===== src/rtl/retry_replay_pkg.sv =====
// Shared types for the retry/replay ingress buffer.
package retry_replay_pkg;

  typedef enum logic [1:0] {
    FREE      = 2'd0,
    IN_FLIGHT = 2'd1,
    PENDING   = 2'd2
  } entry_state_e;

  // Width of a per-entry retry counter able to hold 0..max_retries.
  function automatic int unsigned cnt_width(input int unsigned max_retries);
    if (max_retries < 2) begin
      return 1;
    end
    return $clog2(max_retries + 1);
  endfunction

endpackage


===== src/rtl/retry_id_fifo.sv =====
// FIFO of entry IDs waiting to be replayed. Every ID is present at most once,
// so a depth equal to the number of IDs can never legally overflow.
module retry_id_fifo #(
  parameter int unsigned Depth = 16,
  parameter int unsigned Width = 4
) (
  input  logic             clk_i,
  input  logic             rst_i,
  input  logic             push_i,
  input  logic [Width-1:0] data_i,
  input  logic             pop_i,
  output logic [Width-1:0] data_o,
  output logic             empty_o,
  output logic             full_o
);

  localparam int unsigned PtrW = (Depth < 2) ? 1 : $clog2(Depth);
  localparam logic [PtrW:0] PtrOne = {{PtrW{1'b0}}, 1'b1};

  logic [PtrW:0]     wr_ptr_q, wr_ptr_d;
  logic [PtrW:0]     rd_ptr_q, rd_ptr_d;
  logic [Width-1:0]  mem_q [Depth];
  logic [Width-1:0]  mem_d [Depth];
  logic              push_ok;
  logic              pop_ok;

  assign empty_o = (wr_ptr_q == rd_ptr_q);
  assign full_o  = (wr_ptr_q[PtrW] != rd_ptr_q[PtrW]) &&
                   (wr_ptr_q[PtrW-1:0] == rd_ptr_q[PtrW-1:0]);
  assign data_o  = mem_q[rd_ptr_q[PtrW-1:0]];

  // Next pointer and storage values for a push and/or pop this cycle.
  always_comb begin
    push_ok  = push_i && (!full_o || pop_i);
    pop_ok   = pop_i && !empty_o;
    wr_ptr_d = wr_ptr_q;
    rd_ptr_d = rd_ptr_q;
    mem_d    = mem_q;
    if (push_ok) begin
      mem_d[wr_ptr_q[PtrW-1:0]] = data_i;
      wr_ptr_d = wr_ptr_q + PtrOne;
    end
    if (pop_ok) begin
      rd_ptr_d = rd_ptr_q + PtrOne;
    end
  end

  // Pointer and storage registers, cleared to an empty FIFO on reset.
  always_ff @(posedge clk_i or posedge rst_i) begin
    if (rst_i) begin
      wr_ptr_q <= '0;
      rd_ptr_q <= '0;
      for (int i = 0; i < int'(Depth); i++) begin
        mem_q[i] <= '0;
      end
    end else begin
      wr_ptr_q <= wr_ptr_d;
      rd_ptr_q <= rd_ptr_d;
      mem_q    <= mem_d;
    end
  end

  assert property (@(posedge clk_i) disable iff (rst_i) !(push_i && full_o && !pop_i));
  assert property (@(posedge clk_i) disable iff (rst_i) !(pop_i && empty_o));

endmodule


===== src/rtl/retry_replay_buffer.sv =====
// Ingress stage that tags each transaction with an ID, keeps a copy in an
// ID-indexed table and replays it when the downstream consumer asks for a
// retry. Entries are freed on clean completion or dropped once their retry
// budget is spent.
module retry_replay_buffer
  import retry_replay_pkg::*;
#(
  parameter type         DataType   = logic,
  parameter int unsigned IDSize     = 4,
  parameter int unsigned MaxRetries = 3
) (
  input  logic              clk_i,
  input  logic              rst_i,
  input  DataType           data_i,
  input  logic              valid_i,
  output logic              ready_o,
  output DataType           data_o,
  output logic [IDSize-1:0] id_o,
  output logic              valid_o,
  input  logic              ready_i,
  input  logic              fb_valid_i,
  input  logic [IDSize-1:0] fb_id_i,
  input  logic              fb_retry_i,
  output logic              drop_o,
  output logic [IDSize-1:0] drop_id_o,
  output logic              fault_o
);

  localparam int             NumIds = 2 ** IDSize;
  localparam int unsigned    CntW   = cnt_width(MaxRetries);
  localparam logic [CntW-1:0] MaxCnt = CntW'(MaxRetries);
  localparam logic [CntW-1:0] CntOne = {{(CntW-1){1'b0}}, 1'b1};
  localparam logic [IDSize-1:0] IdOne = {{(IDSize-1){1'b0}}, 1'b1};

  entry_state_e      state_q [NumIds];
  entry_state_e      state_d [NumIds];
  logic [CntW-1:0]   cnt_q [NumIds];
  logic [CntW-1:0]   cnt_d [NumIds];
  DataType           tbl_q [NumIds];
  DataType           tbl_d [NumIds];
  logic [IDSize-1:0] alloc_ptr_q, alloc_ptr_d;

  DataType           data_out_q, data_out_d;
  logic [IDSize-1:0] id_out_q, id_out_d;
  logic              valid_out_q, valid_out_d;
  logic              drop_q, drop_d;
  logic [IDSize-1:0] drop_id_q, drop_id_d;
  logic              fault_q, fault_d;

  logic              load;
  logic              ready;
  logic              push;
  logic              pop;
  logic [IDSize-1:0] head_id;
  logic              fifo_empty;
  logic              fifo_full;

  retry_id_fifo #(
    .Depth (NumIds),
    .Width (IDSize)
  ) u_retry_fifo (
    .clk_i   (clk_i),
    .rst_i   (rst_i),
    .push_i  (push),
    .data_i  (fb_id_i),
    .pop_i   (pop),
    .data_o  (head_id),
    .empty_o (fifo_empty),
    .full_o  (fifo_full)
  );

  assign load  = !valid_out_q || ready_i;
  assign ready = !rst_i && load && fifo_empty && (state_q[alloc_ptr_q] == FREE);

  assign ready_o   = ready;
  assign data_o    = data_out_q;
  assign id_o      = id_out_q;
  assign valid_o   = valid_out_q;
  assign drop_o    = drop_q;
  assign drop_id_o = drop_id_q;
  assign fault_o   = fault_q;

  // Output register source selection (replays first) and feedback handling.
  // Feedback is judged on registered state, so it never collides with the
  // entry being popped (PENDING) or allocated (FREE) in the same cycle.
  always_comb begin
    state_d     = state_q;
    cnt_d       = cnt_q;
    tbl_d       = tbl_q;
    alloc_ptr_d = alloc_ptr_q;
    data_out_d  = data_out_q;
    id_out_d    = id_out_q;
    valid_out_d = valid_out_q;
    drop_d      = 1'b0;
    drop_id_d   = drop_id_q;
    fault_d     = 1'b0;
    push        = 1'b0;
    pop         = 1'b0;

    if (load) begin
      valid_out_d = 1'b0;
      if (!fifo_empty) begin
        pop               = 1'b1;
        data_out_d        = tbl_q[head_id];
        id_out_d          = head_id;
        valid_out_d       = 1'b1;
        state_d[head_id]  = IN_FLIGHT;
      end else if (valid_i && ready) begin
        tbl_d[alloc_ptr_q]   = data_i;
        cnt_d[alloc_ptr_q]   = '0;
        state_d[alloc_ptr_q] = IN_FLIGHT;
        data_out_d           = data_i;
        id_out_d             = alloc_ptr_q;
        valid_out_d          = 1'b1;
        alloc_ptr_d          = alloc_ptr_q + IdOne;
      end
    end

    if (fb_valid_i) begin
      if (state_q[fb_id_i] != IN_FLIGHT) begin
        fault_d = 1'b1;
      end else if (!fb_retry_i) begin
        state_d[fb_id_i] = FREE;
      end else if (cnt_q[fb_id_i] < MaxCnt) begin
        cnt_d[fb_id_i]   = cnt_q[fb_id_i] + CntOne;
        state_d[fb_id_i] = PENDING;
        push             = 1'b1;
      end else begin
        state_d[fb_id_i] = FREE;
        drop_d           = 1'b1;
        drop_id_d        = fb_id_i;
      end
    end
  end

  // Table, allocation pointer and output registers; reset discards everything.
  always_ff @(posedge clk_i or posedge rst_i) begin
    if (rst_i) begin
      for (int i = 0; i < NumIds; i++) begin
        state_q[i] <= FREE;
        cnt_q[i]   <= '0;
        tbl_q[i]   <= '0;
      end
      alloc_ptr_q <= '0;
      data_out_q  <= '0;
      id_out_q    <= '0;
      valid_out_q <= 1'b0;
      drop_q      <= 1'b0;
      drop_id_q   <= '0;
      fault_q     <= 1'b0;
    end else begin
      state_q     <= state_d;
      cnt_q       <= cnt_d;
      tbl_q       <= tbl_d;
      alloc_ptr_q <= alloc_ptr_d;
      data_out_q  <= data_out_d;
      id_out_q    <= id_out_d;
      valid_out_q <= valid_out_d;
      drop_q      <= drop_d;
      drop_id_q   <= drop_id_d;
      fault_q     <= fault_d;
    end
  end

  assert property (@(posedge clk_i) disable iff (rst_i) !(push && fifo_full && !pop));
  assert property (@(posedge clk_i) disable iff (rst_i) !(push && pop && (head_id == fb_id_i)));

endmodule


===== config.mk =====
export PLATFORM = sky130hd
export DESIGN_NAME = retry_replay_buffer
export DESIGN_NICKNAME = d
export VERILOG_FILES = /design/src/rtl/retry_replay_pkg.sv /design/src/rtl/retry_id_fifo.sv /design/src/rtl/retry_replay_buffer.sv
export SDC_FILE = /design/constraint.sdc
export NUM_CORES = 1
export LEC_CHECK = 0
export ABC_AREA = 0
export CAP_MARGIN = 20
export CORE_ASPECT_RATIO = 1.4
export CORE_MARGIN = 3
export CORE_UTILIZATION = 65
export CTS_BUF_LIST = sky130_fd_sc_hd__clkbuf_4 sky130_fd_sc_hd__clkbuf_8
export DETAILED_ROUTE_END_ITERATION = 8
export HOLD_SLACK_MARGIN = 0.05
export PLACE_DENSITY = 0.82
export REMOVE_ABC_BUFFERS = 1
export SLEW_MARGIN = 30
export SYNTH_ARGS = -nofsm -noshare
export SYNTH_HDL_FRONTEND = slang
export SYNTH_SLANG_ARGS = --single-unit

===== constraint.sdc =====
create_clock -name clk_i -period 13.2 [get_ports clk_i]
set_input_delay 2.64 -clock clk_i [delete_from_list [all_inputs] [get_ports clk_i]]
set_output_delay 2.64 -clock clk_i [all_outputs]
set_load 0.005 [all_outputs]

Run 1, pin map:
(3 px per um) Pins as bars across the die edge, other pins in grey.
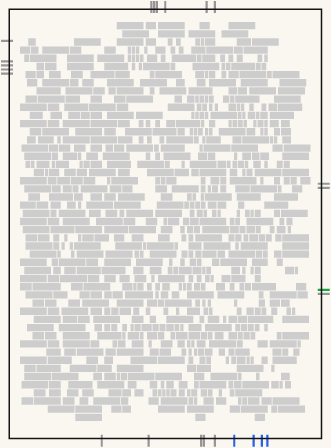
[green] ready_o | pins: 1 | direction: output | edge: east
[blue] id_o | pins: 4 | direction: output | edge: south
all pins by edge: 9 south, 6 north, 5 west, 4 east
total of buffers placed on input and output ports: 23
Die Span X: 104 um

Run 1, clock wiring as the flow saved it:
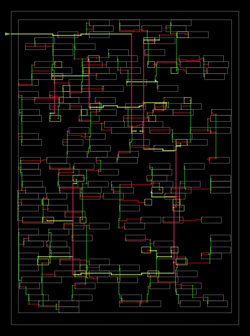
number of clock buffers in the layout: 17
cts bufs inserted: 17
number of flip-flops and latches: 170
clock tree sinks: 170

Run 1, placement by cell class:
(2 px per um)
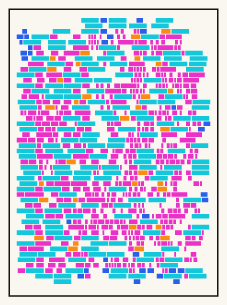
[orange] clock drivers and dummy loads | cells: 32 | share of their area: 4.0%
[magenta] combinational and other logic | cells: 537 | share of their area: 46%
[blue] other buffers and delay cells | cells: 33 | share of their area: 3.4%
[cyan] flops | cells: 170 | share of their area: 47%

Run 1, routed metal, one colour a layer:
(2 px per um)
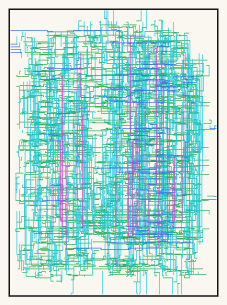
[cyan] metal 2 | wire length: 11,100 um
[green] metal 1 | wire length: 7,960 um
[magenta] metal 4 | wire length: 1,510 um
[blue] metal 3 | wire length: 1,100 um
Wirelength per Cell: 22.9 um
GRT Total Usage: 30.6%

[run 1: registers in the layout (all words and copies together), names as in the netlist]
name and flops:
id_o 4, u_retry_fifo.wr_ptr_q 5, cnt_q 32, data_o 1
valid_o 1, u_retry_fifo.rd_ptr_q 5, drop_id_o 4, alloc_ptr_q 4
u_retry_fifo.mem_q 64, tbl_q 16, drop_o 1, fault_o 1
state_q 32
[run 1: cell type report]
type / count / area, um^2
Clock buffer: 17 / 234
Multi-Input combinational cell: 505 / 4080
Tap cell: 178 / 223
Fill cell: 929 / 3590
Timing Repair Buffer: 33 / 308
Clock inverter: 15 / 129
Sequential cell: 170 / 4250
Inverter: 32 / 125
[run 1: metal layers]
layer  GRT usage (%)  share of wire (%)
met3            5.99                5.1
met2            52.8                 51
met1            34.5                 37
met4            21.6                6.9
met5               0                  0
[run 1: Yosys cell counts, types with 9 or more instances]
library cell,count,area (um^2)
sky130_fd_sc_hd__nand3_1,32,160
sky130_fd_sc_hd__a21oi_1,16,80.1
sky130_fd_sc_hd__a32oi_1,9,78.8
sky130_fd_sc_hd__clkbuf_1,19,71.3
sky130_fd_sc_hd__nand2b_1,9,56.3
sky130_fd_sc_hd__buf_2,10,50.1
sky130_fd_sc_hd__a21o_1,12,90.1
sky130_fd_sc_hd__ha_1,10,125
sky130_fd_sc_hd__mux4_2,29,653
sky130_fd_sc_hd__inv_1,32,120
sky130_fd_sc_hd__nor3_1,15,75.1
sky130_fd_sc_hd__mux2_1,64,721
sky130_fd_sc_hd__nand2_1,44,165
sky130_fd_sc_hd__mux2_2,16,180
sky130_fd_sc_hd__nor2_1,46,173
sky130_fd_sc_hd__o21ai_0,47,235
sky130_fd_sc_hd__dfrtp_1,170,4250
sky130_fd_sc_hd__xnor2_1,13,114
sky130_fd_sc_hd__and2_1,9,56.3
sky130_fd_sc_hd__nor2b_1,27,169
[run 1: worst max-delay path, cell delays in order]
cell                              delay (ps)
sky130_fd_sc_hd__clkdlybuf4s50_1         470
sky130_fd_sc_hd__inv_6                   630
sky130_fd_sc_hd__o211ai_1                310
sky130_fd_sc_hd__nor3_1                  300
sky130_fd_sc_hd__clkdlybuf4s50_1         540
[run 1: cell families (layout without fill, tap and decap cells)]
group	count (synthesis)	in the layout	synth area share [%]
flip-flops	170	170	49.1
AND/OR/NAND/NOR	225	225	13.6
buffers and inverters	73	97	3.83
AND-OR/OR-AND	133	133	10.7
multiplexers	121	121	19.7
XOR/XNOR	16	16	1.62
adder cells (fa/ha/maj)	10	10	1.44
[run 1: power breakdown]
part | leakage [nW] | internal (mW) | switching, mW
clock network | 0.173 | 0.136 | 0.211
registers | 2.19 | 0.686 | 0.134
logic | 1.94 | 0.331 | 0.401
total | 4.31 | 1.15 | 0.747
[run 1: per-stage QoR]
step	hold slack [ps]	instances	utilization, %	power, mW	cell area, um^2
detailed placement	469	917	69.3	1.55	8970
CTS	490	949	72.1	1.90	9330
global route	496	950	72.3	2.00	9350
finish	485	950	72.3	1.90	9350
global placement	455	917	69.3	1.51	8970
floorplan	444	707	-	1.31	8450
==> run notes, run 1 <==
This note records the results obtained with Yosys and OpenROAD.

CTS
The clock tree from TritonCTS is built. In this run the clock root is driven by a sky130_fd_sc_hd__clkbuf_8. The number of buffers between clock root and the deepest sink is 2.

The source-to-sink clock delay at the later pin of the worst-skew pair is 480 ps. In this run the post-CTS setup repair buffer count came out at 0. The number of hold buffers added after cts is 0.

The H-tree was split into 4 levels. On the worst setup and hold paths after CTS, the clock-pin slew comes to 90 ps. The total of cells resized after clock tree synthesis is 0.

Setup path
The category of the worst setup path capture point is a primary output. OpenSTA lists the critical path endpoint as ready_o. Per the timing report, the most critical flop-to-flop path finishes at cnt_q[27]$_DFF_PP0_.

The setup check on the worst reg-to-reg path leaves a slack of 9320 ps. Counting cells, the worst reg-to-reg path comes to 9. The critical path arrival is 4900 ps.

The start point of the critical path is rst_i. Max fanout on the critical path was recorded as 99. The data required time at the worst endpoint is 10,560 ps. The category of the worst setup path launch point is a primary input. The launch point of the worst reg-to-reg path is u_retry_fifo.rd_ptr_q[2]$_DFFE_PP0P_. In the setup report, the worst path falls into the class in -> out.

Pwr
The script extracted a total leakage power of 4.31 nW. The report lists the power per cell area as 203 nW/um^2. The analysis reports a worst IR drop on VDD of 0.128 mV.

Global routing
The initial antenna violation count is 0. The first-pass GRT wire length is 34,400 um. The overall overflow remaining after global route is 0. The largest net degree at the start of global routing is 100. The via count of the first global-routing pass is 6,321.

Synthesis
Dividing the synthesized area by the synthesized cell count gives 11.6 um^2. Per the post-synthesis report, the number of cells in the design is 748. The number of register bits inferred by synthesis is 170. The count of library flops with an enable pin is 0.

The total number of yosys warnings is 0. The area of the mapped netlist is 8660 um^2. The most frequently used flop master after synthesis is sky130_fd_sc_hd__dfrtp_1. The fraction of registers with async set or reset after synthesis is 100%. The synthesized netlist has a Yosys-reported chip area of 8660 um^2. The count of different cell masters after synthesis is 57. Yosys stat counts 748 cells in the synthesized netlist. Per Yosys stat, the portion of area used by sequential elements is 49.1%.

Floorplanning
The floorplan-stage core utilization is 67.0%. During I/O placement, the number of pins put on the boundary was 24. The row count is 49.

The floorplan die area is 14,800 um^2. The area of the core region is 12,900 um^2.

Routing
The residual antenna-violating net count after detailed routing is 0. Dividing the detail-routed via count by the number of cells gives 6.51. For this block, the initial DRC count from the detailed router was 379. The iteration count of the initial detailed-routing pass is 7. The routed design has 21,700 um of wire.

The total vias in the final route is 6,182. The script parses the final routing iteration and logs DRC violations as 0.

Place
Detailed placement finished with a half-perimeter wire length of 15,600 um. The final weighted congestion in routability-driven placement is 0.934. The worst slack at placement is 5590 ps.

Cells and area
Per the cell usage report, the commonest logic cell in the layout is sky130_fd_sc_hd__dfrtp_1. Of the cells placed in the final design, the portion with a size suffix greater than 1 is 14.8%. The library cells used most frequently in the layout, excluding fill and tap cells, are sky130_fd_sc_hd__dfrtp_1 (170), sky130_fd_sc_hd__mux2_1 (64), sky130_fd_sc_hd__o21ai_0 (47). In this run the layout overhead on the synthesized area is reported as 7.93%.

The number of nets in the final layout is 780. The number of inserted diodes is 0.

STA
The last timing report of the flow puts the setup violation total at 0. The time the final worst path needs with I/O delays and setup is 7540 ps. The worst-case clock skew is 11.7 ps.

The actual slew at the worst max-slew pin is 941 ps. Setup repair after global routing left no endpoint under its margin. The worst relative slew slack is 37.2%.

Dividing the final minimum period by the clock period gives 57.1%. Counting endpoints that fail hold in the final report gives 0. The summed negative setup slack over all endpoints is 0 ps. The final timing report gives a worst setup slack of 5660 ps. For this run, the top clock speed supported by timing is 133 MHz. The count of pins over their slew limit is 0.

Worst hold path
The number of instances on the worst hold path is 2. The hold path startpoint is drop_id_o[3]$_DFFE_PP0P_. The end of the worst hold path is drop_id_o[3]$_DFFE_PP0P_. The path category of the worst min-delay check is reg -> reg.

Flow run
The number of warnings the tools reported is 31. In this run the maximum-capacitance check reported violations numbering 0.

Run status
The flow ran to the end, and the final reports show no timing, DRC or antenna violations.
Run 1, placement density heat map:
(3 px per um) The die is cut into 10 by 14 equal tiles; black is low, pale yellow is high, 0 to 100% covered.
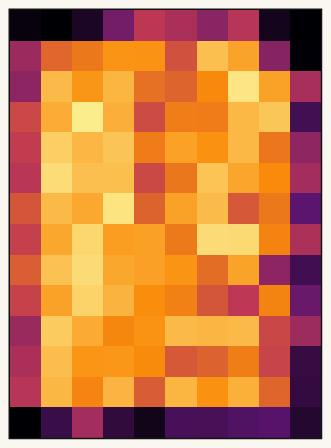

--- run 2 (diff from run 1) ---
- CORE_UTILIZATION: 65 -> 58
- PLACE_DENSITY: 0.82 -> 0.78
- clock period: 13.2 -> 6.45 ns (I/O delays scaled with it)
Run 2, placement density heat map:
(2 px per um) The die is cut into 11 by 15 equal tiles; black is low, pale yellow is high, 0 to 100% covered.
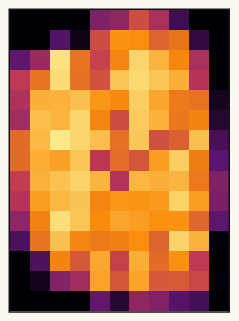
fullest tile: 95%
tiles over 75% full: 38%
nearly empty tiles: 13%
Init Core Util: 59.4%
final cell utilization of the core: 65.2%
area of the core region: 14,600 um^2

==> run notes, run 2 <==
This note records the results obtained with Yosys and OpenROAD.

STA
The count of pins over their slew limit was 0 (unchanged). The summed negative setup slack over all endpoints is 0 ps (unchanged). In this build the clock could be raised as far as 210 MHz.

The actual slew at the worst max-slew pin is 1050 ps (was 941 ps). The final critical path takes up 73.7% of the cycle. The minimum hold slack is 485 ps (about the same). The worst relative slew slack is 30.2% (was 37.2%). The worst-case clock skew came to 16.2 ps (was 11.7 ps). Subtracting the final worst setup slack from the clock period gives 4750 ps.

RSZ-0062 raised after global routing: no (unchanged). The number of endpoints failing setup at the final stage is 0 (unchanged). The hold violation count in the final report is 0 (unchanged).

Setup path
The data required time at the worst endpoint is 6800 ps (was 10,560 ps). The category of the worst setup path capture point is a register (was primary output). The most frequent cell on the critical path is sky130_fd_sc_hd__mux4_2 (was sky130_fd_sc_hd__clkdlybuf4s50_1). The launch point of the worst reg-to-reg path is cnt_q[16]$_DFF_PP0_ (was u_retry_fifo.rd_ptr_q[2]$_DFFE_PP0P_). The internal reg-to-reg setup slack is 2940 ps (was 9320 ps).

The standard cell with the maximum stage delay on the critical path is sky130_fd_sc_hd__clkdlybuf4s50_1 (was sky130_fd_sc_hd__inv_6). The delay of the slowest cell on the worst path is 880 ps (was 630 ps). Chain of cells forming the critical path: clkdlybuf4s50_1, mux4_2, mux4_2, ha_1, nor2b_1, o211a_2, nand2_4, nor2_1, mux2_1 (was clkdlybuf4s50_1, inv_6, o211ai_1, nor3_1, clkdlybuf4s50_1). The critical path class is in -> reg (was in -> out). The number of buffer and inverter instances along the worst setup path is 1 (was 3). The number of cell instances on the worst register-to-register path is 8 (was 9).

The worst flop-to-flop path endpoint is u_retry_fifo.mem_q[47]$_DFFE_PP0P_ (was cnt_q[27]$_DFF_PP0_). The category of the worst setup path launch point is a primary input (unchanged). The critical path arrival is 5110 ps (was 4900 ps). The family with the most delay on the worst path was multiplexers (was buffers and inverters). The total number of cells along the worst setup path is 9 (was 5). The largest fanout on the critical path is 17 (was 99).

Cells and area
The count of non-filler cells in the finished layout is 962 (was 950). The largest register by flop count is u_retry_fifo.mem_q (unchanged). Highest-count cells in the layout ignoring fill and taps: sky130_fd_sc_hd__dfrtp_1 (170), sky130_fd_sc_hd__mux2_1 (64), sky130_fd_sc_hd__o21ai_0 (47) (unchanged). The post-route cell area was 9500 um^2 (was 9350 um^2). The highest-count logic cell in the final layout was sky130_fd_sc_hd__dfrtp_1 (unchanged). The number of nets in the final layout was 782 (was 780). The number of flip-flops under the largest register name came to 64 (unchanged). The area growth from synthesis to layout is 9.64% (was 7.93%). The fraction of layout instances using a drive strength above 1 is 14.9% (was 14.8%). The number of inserted diodes is 0 (unchanged). Largest registers: u_retry_fifo.mem_q (64), cnt_q (32), state_q (32) (unchanged).

Routing
The initial detailed-routing violation count is 500 (was 379). The detail-routed via count per cell is 6.47 (was 6.51). The residual antenna-violating net count after detailed routing is 0 (unchanged). The iteration count of the initial detailed-routing pass came to 8 (was 7). The final wirelength is 22,300 um (was 21,700 um). The count of unresolved DRC violations after routing is 0 (unchanged). The routed length per placed instance is 23.2 um (was 22.9 um).

The total vias in the final route is 6,225 (was 6,182).

Worst hold path
The path category of the worst min-delay check was reg -> reg (unchanged). The hold path startpoint is drop_id_o[0]$_DFFE_PP0P_ (was drop_id_o[3]$_DFFE_PP0P_). The number of instances on the worst hold path is 2 (unchanged).

The end of the worst hold path is drop_id_o[0]$_DFFE_PP0P_ (was drop_id_o[3]$_DFFE_PP0P_).

Global routing
The fraction of met1 tracks used by global routing is 35.4% (was 34.5%). The met2 track demand over resource in global routing is 47.2% (was 52.8%). The routing usage on met3 is 5.58% (was 5.99%). The initial antenna violation count was 0 (unchanged).

The combined global-route utilization of all metal layers came to 29.3% (was 30.6%). The most congested layer reported by global routing is met2 (unchanged). The first-pass GRT wire length came to 35,700 um (was 34,400 um). The via count of the first global-routing pass is 6,600 (was 6,321). The overall overflow remaining after global route was 0 (unchanged).

The largest net degree at the start of global routing was 76 (was 100).

CTS
The total CTS buffers is 17 (unchanged). The post-CTS setup-driven buffer insertion count is 0 (unchanged). The number of buffers between clock root and the deepest sink is 2 (unchanged). The clock tree from TritonCTS is built (unchanged). The number of sinks handled by clock tree synthesis is 170 (unchanged). The clock root buffer master is sky130_fd_sc_hd__clkbuf_8 (unchanged).

The total of cells resized after clock tree synthesis is 0 (unchanged). The clock-pin slew on the worst setup and hold paths is 90 ps (about the same). The H-tree depth was 4 (unchanged). The source-to-sink clock delay at the later pin of the worst-skew pair was 480 ps (about the same). The number of hold buffers added after cts is 0 (unchanged).

Synthesis
Top cells by area in the synthesized netlist: sky130_fd_sc_hd__dfrtp_1 (49%), sky130_fd_sc_hd__mux2_1 (8.3%), sky130_fd_sc_hd__mux4_2 (7.5%) (unchanged). The count of instantiated cells in the yosys netlist came to 748 (unchanged). Leading cell types by count after synthesis: sky130_fd_sc_hd__dfrtp_1 (170), sky130_fd_sc_hd__mux2_1 (64), sky130_fd_sc_hd__o21ai_0 (47), sky130_fd_sc_hd__nor2_1 (46), sky130_fd_sc_hd__nand2_1 (44) (unchanged). The fraction of post-synthesis cell area in the top cell type by area is 49.1% (unchanged). The number of register bits inferred by synthesis is 170 (unchanged). The count of library flops with an enable pin came to 0 (unchanged). The chip area in the Yosys report is 8660 um^2 (unchanged).

The count of different cell masters after synthesis is 57 (unchanged). The synthesized netlist cell count is 748 (unchanged). The total number of yosys warnings is 0 (unchanged). The library cell with the largest summed area after synthesis is sky130_fd_sc_hd__dfrtp_1 (unchanged). The fraction of registers with async set or reset after synthesis is 100% (unchanged). The sequential fraction of the synthesis area is 49.1% (unchanged). The area of the mapped netlist is 8660 um^2 (unchanged).

The synthesized area per cell was 11.6 um^2 (unchanged). The most frequently used flop master after synthesis is sky130_fd_sc_hd__dfrtp_1 (unchanged). The most frequently used cell type in the post-synthesis netlist is sky130_fd_sc_hd__dfrtp_1 (unchanged).

Flow run
The number of violations of the max-capacitance limit was 0 (unchanged). The number of warnings the tools reported came to 31 (unchanged).

Place
The final weighted congestion in routability-driven placement is 0.993 (was 0.934). The placed cell area is 9000 um^2 (was 8970 um^2). The HPWL after detailed placement is 15,700 um (was 15,600 um). The port buffer count is 23 (unchanged).

The count of placed standard cells including taps is 930 (was 917).

Run status
Outcome: finished clean (unchanged).

Pwr
The cell area power density is 432 nW/um^2 (was 203 nW/um^2). The leakage power total is 4.38 nW (was 4.31 nW). The peak supply drop is 0.232 mV (was 0.128 mV).

Floorplanning
The number of I/O pins came to 24 (unchanged). The die extent in x was 109 um (was 104 um). The floorplan die area is 16,500 um^2 (was 14,800 um^2). The row count is 52 (was 49).
run 2: layout make-up:
cell class | count | area, um^2
fill | 1096 | 5080
sequential | 170 | 4250
multi-input combinational | 505 | 4080
timing repair buffer | 35 | 323
clock buffer | 19 | 262
tap | 189 | 236
clock inverter | 12 | 220
inverter | 32 | 125
run 2: cells by family (layout without fill, tap and decap cells):
family | count (synthesis) | after routing | share of synthesized area, %
AND-OR/OR-AND | 133 | 133 | 10.7
multiplexers | 121 | 121 | 19.7
AND/OR/NAND/NOR | 225 | 225 | 13.6
adder cells (fa/ha/maj) | 10 | 10 | 1.44
flip-flops | 170 | 170 | 49.1
buffers and inverters | 73 | 98 | 3.83
XOR/XNOR | 16 | 16 | 1.62
run 2: per-layer routing:
metal  vias to the layer above  part of all wire [%]
met5                         -                     0
met4                         0                   7.2
met3                       108                   6.3
met2                       290                    50
met1                      3095                    37
li1                       2732                     -
run 2: worst max-delay path by stage:
stage,to,start,slack [ps]
finish,u_retry_fifo.mem_q[47]$_DFFE_PP0P_,fb_id_i[1],1700
global route,u_retry_fifo.mem_q[51]$_DFFE_PP0P_,fb_id_i[0],1560
CTS,u_retry_fifo.mem_q[51]$_DFFE_PP0P_,fb_id_i[1],1740
detailed placement,u_retry_fifo.mem_q[51]$_DFFE_PP0P_,fb_id_i[1],1240
global placement,u_retry_fifo.mem_q[23]$_DFFE_PP0P_,fb_id_i[1],1330
floorplan,ready_o,rst_i,-730
run 2: worst register-to-register path, delay by kind of cell (launching register included):
family	cells	cell delay [ps]
mux	3	1490
simple gates	3	780
compound gates	1	460
flops	1	400
fa+ha+maj	1	260
run 2: per-stage QoR:
| step | worst slack (ps) | utilization (%) | power, mW |
|---|---|---|---|
| 2_1_floorplan | -727 | - | 2.67 |
| 3_3_place_gp | 1330 | 61.7 | 3.10 |
| 3_5_place_dp | 1240 | 61.7 | 3.18 |
| 4_1_cts | 1740 | 65.0 | 4.09 |
| 5_1_grt | 1560 | 65.2 | 4.32 |
| 6_report | 1700 | 65.2 | 4.10 |
run 2: where the power goes:
group          total (mW)  switching (mW)  internal [mW]
sequential           1.69           0.288           1.40
clock               0.906           0.389          0.516
combinational        1.50           0.822          0.680
total                4.10            1.50           2.60
Power and IR drop assume default switching activity.
